--- src/rtl/serial_tx.sv ---
// serial_tx: framed single-wire transmitter (start bit 0, data LSB-first, stop bit 1).
// Accepts one word per valid/ready handshake while idle and drives a registered line.
module serial_tx #(
   parameter int unsigned CLKS_PER_BIT = 4,
   parameter int unsigned DATA_W       = 8
) (
   input  logic              clk,
   input  logic              reset,
   input  logic [DATA_W-1:0] tx_data,
   input  logic              tx_valid,
   output logic              tx_ready,
   output logic              tx_out,
   output logic              busy
);

   localparam int unsigned CNT_W = (CLKS_PER_BIT > 1) ? $clog2(CLKS_PER_BIT) : 1;
   localparam int unsigned IDX_W = (DATA_W > 1) ? $clog2(DATA_W) : 1;

   localparam logic [CNT_W-1:0] BAUD_LAST = CNT_W'(CLKS_PER_BIT - 1);
   localparam logic [IDX_W-1:0] IDX_LAST  = IDX_W'(DATA_W - 1);

   localparam logic [1:0] S_IDLE  = 2'd0;
   localparam logic [1:0] S_START = 2'd1;
   localparam logic [1:0] S_DATA  = 2'd2;
   localparam logic [1:0] S_STOP  = 2'd3;

   logic [1:0]        state_q, state_d;
   logic [DATA_W-1:0] shift_q, shift_d;
   logic [IDX_W-1:0]  idx_q,   idx_d;
   logic [CNT_W-1:0]  baud_q,  baud_d;
   logic              tx_out_q, tx_out_d;
   logic              ready_q,  ready_d;
   logic              busy_q,   busy_d;
   logic              bit_end;

   // Next-state, next-line-value and counter updates for the frame sequencer.
   always_comb begin
      state_d  = state_q;
      shift_d  = shift_q;
      idx_d    = idx_q;
      baud_d   = baud_q;
      tx_out_d = tx_out_q;
      bit_end  = (baud_q == BAUD_LAST);

      case (state_q)
         S_IDLE: begin
            tx_out_d = 1'b1;
            baud_d   = '0;
            idx_d    = '0;
            // tx_ready is high throughout IDLE, so tx_valid alone completes the handshake
            if (tx_valid) begin
               shift_d  = tx_data;
               state_d  = S_START;
               tx_out_d = 1'b0;
            end
         end
         S_START: begin
            if (bit_end) begin
               baud_d   = '0;
               idx_d    = '0;
               state_d  = S_DATA;
               tx_out_d = shift_q[0];
               shift_d  = shift_q >> 1;
            end else begin
               baud_d = baud_q + CNT_W'(1);
            end
         end
         S_DATA: begin
            if (bit_end) begin
               baud_d = '0;
               if (idx_q == IDX_LAST) begin
                  state_d  = S_STOP;
                  tx_out_d = 1'b1;
               end else begin
                  idx_d    = idx_q + IDX_W'(1);
                  tx_out_d = shift_q[0];
                  shift_d  = shift_q >> 1;
               end
            end else begin
               baud_d = baud_q + CNT_W'(1);
            end
         end
         S_STOP: begin
            if (bit_end) begin
               baud_d   = '0;
               state_d  = S_IDLE;
               tx_out_d = 1'b1;
            end else begin
               baud_d = baud_q + CNT_W'(1);
            end
         end
         default: begin
            state_d  = S_IDLE;
            tx_out_d = 1'b1;
            baud_d   = '0;
            idx_d    = '0;
         end
      endcase

      ready_d = (state_d == S_IDLE);
      busy_d  = ~ready_d;
   end

   // State and output registers; reset abandons any frame and returns the line high.
   always_ff @(posedge clk) begin
      if (reset) begin
         state_q  <= S_IDLE;
         shift_q  <= '0;
         idx_q    <= '0;
         baud_q   <= '0;
         tx_out_q <= 1'b1;
         ready_q  <= 1'b1;
         busy_q   <= 1'b0;
      end else begin
         state_q  <= state_d;
         shift_q  <= shift_d;
         idx_q    <= idx_d;
         baud_q   <= baud_d;
         tx_out_q <= tx_out_d;
         ready_q  <= ready_d;
         busy_q   <= busy_d;
      end
   end

   assign tx_out   = tx_out_q;
   assign tx_ready = ready_q;
   assign busy     = busy_q;

endmodule

--- config.mk ---
export PLATFORM = sky130hd
export DESIGN_NAME = serial_tx
export DESIGN_NICKNAME = d
export VERILOG_FILES = /design/src/rtl/serial_tx.sv
export SDC_FILE = /design/constraint.sdc
export NUM_CORES = 1
export LEC_CHECK = 0
export CAP_MARGIN = 20
export CORE_AREA = 2 2 53 55
export DETAILED_ROUTE_END_ITERATION = 8
export DIE_AREA = 0 0 55 57
export HOLD_SLACK_MARGIN = 0.03
export PLACE_DENSITY = 0.64
export SLEW_MARGIN = 20
export SYNTH_ARGS = -nofsm -noshare
export SYNTH_HDL_FRONTEND = slang
export SYNTH_SLANG_ARGS = --single-unit
--- constraint.sdc ---
create_clock -name clk -period 1.85 [get_ports clk]
set_input_delay 0.555 -clock clk [delete_from_list [all_inputs] [get_ports clk]]
set_output_delay 0.555 -clock clk [all_outputs]
set_load 0.05 [all_outputs]
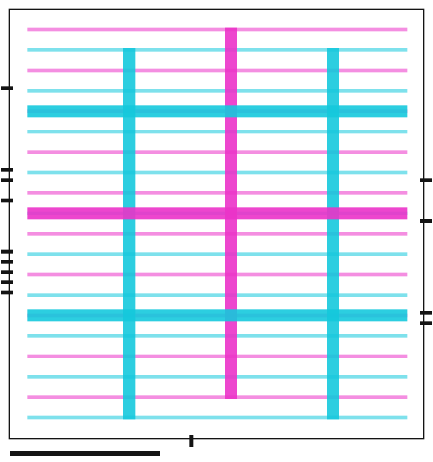
(images/power_grid.png)
The bar under the picture is 20 um long. Pins as bars on the die edge.
VDD -> magenta
VSS -> cyan
met4 straps = 3
met5 straps = 3
met1 rails = 20
signal pins = 14
VDD IR max: 524.0 uV
die width: 55 um

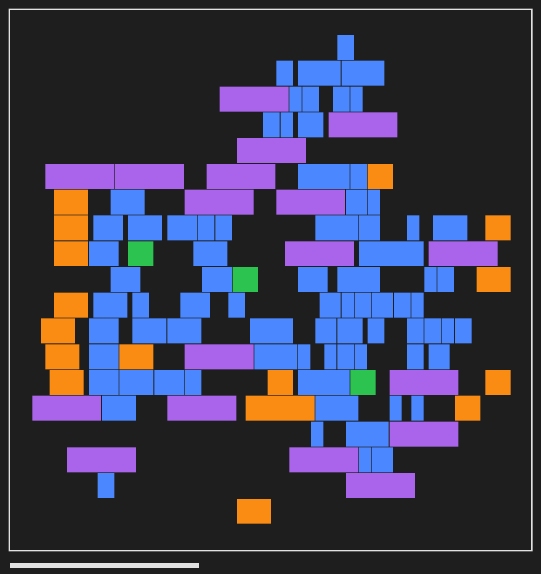
(images/placement_by_type.png)
The bar under the picture is 20 um long.
flops -> purple  # cells 18
combinational and other logic -> blue  # cells 77
clock drivers -> green  # cells 3
other buffers and delay cells -> orange  # cells 16

==> flow_summary_export.csv <==
group,metric,value,unit
logic_synthesis,synth_async_sr_flop_share,0,
hold_path,holdCritStartpoint,"baud_q[0]$_SDFF_PP0_",
outcome,outcome,"completed",
power_and_ir_drop,finalPower,856.7,uW
final_layout,final-clk-cell-share,0.01978,
final_layout,postLayoutCellArea,1139,um2
logic_synthesis,synth_warnings,0,
final_layout,lay_top_cells,"dfxtp_1 (18), a21oi_1 (14), clkdlybuf4s50_1 (10), ha_1 (8)",
setup_path,cp-endpoint,"shift_q[3]$_SDFFE_PP0P_",
final_layout,nonClkBufAreaFrac,0.1385,
final_timing,hold_ws,440.0,ps
logic_synthesis,edf_count,0,
final_layout,final_nets,136,
detailed_routing,routedWlPerCell,12.88,um
final_timing,hold_violations,0,
setup_path,r2r_start,"state_q[0]$_SDFF_PP0_",
logic_synthesis,ys_ff,18,
final_layout,comb_share,0.4747,
global_route,grt_pass1_wl,2911,um
logic_synthesis,yosysTopAreaCellShare,0.3711,
detailed_routing,dr_wl_met3,102,um
logic_synthesis,syn_area_per_cell,9.427,um2
detailed_routing,wl_met1,866,um
final_layout,reg_top3,"shift_q x8, idx_q x3",
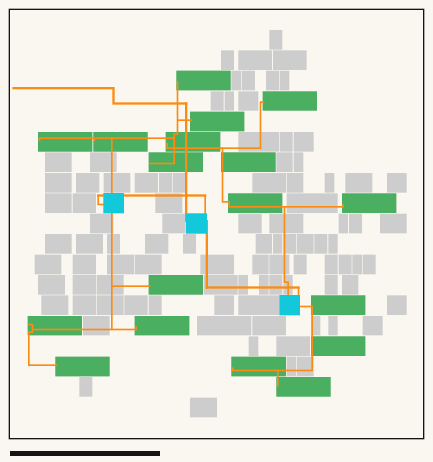
(images/clk_routes.png)
The bar under the picture is 20 um long.
clock drivers -> cyan  # count 3
flip-flops -> green  # count 18
clock wires -> orange  # length 258 um
routed clock nets = 4
Worst Clk Skew: 1.208 ps
clock network fraction of total power: 0.230

==> cells in the mapped netlist (all sizes together) (2+ instances only) <==
cell and instances:
dfxtp 18, a311oi 7, clkbuf 4, buf 4
inv 5, nor3 3, nor2 6, nand3 2
ha 9, nand2b 2, nand2 5, a21oi 16
mux2i 7, o21ai 2
==> kinds of logic (layout without fill, tap and decap cells) <==
logic type                 count (synthesis)  after routing
and+or+nand+nor                           26             26
DFF                                       18             18
AOI/OAI and AO/OA                         30             30
buffers and inverters                     13             24
muxes                                      7              7
adders and majority gates                  9              9
==> worst max-delay path, stage by stage, from the launching register on <==
cell      delay [ps]
dfxtp_1          430
inv_1            130
ha_2             270
nor2_1           180
a21o_4           250
a21oi_1           90
a311oi_1         260
No activity file was given, so power comes from the tool's default toggle rates.
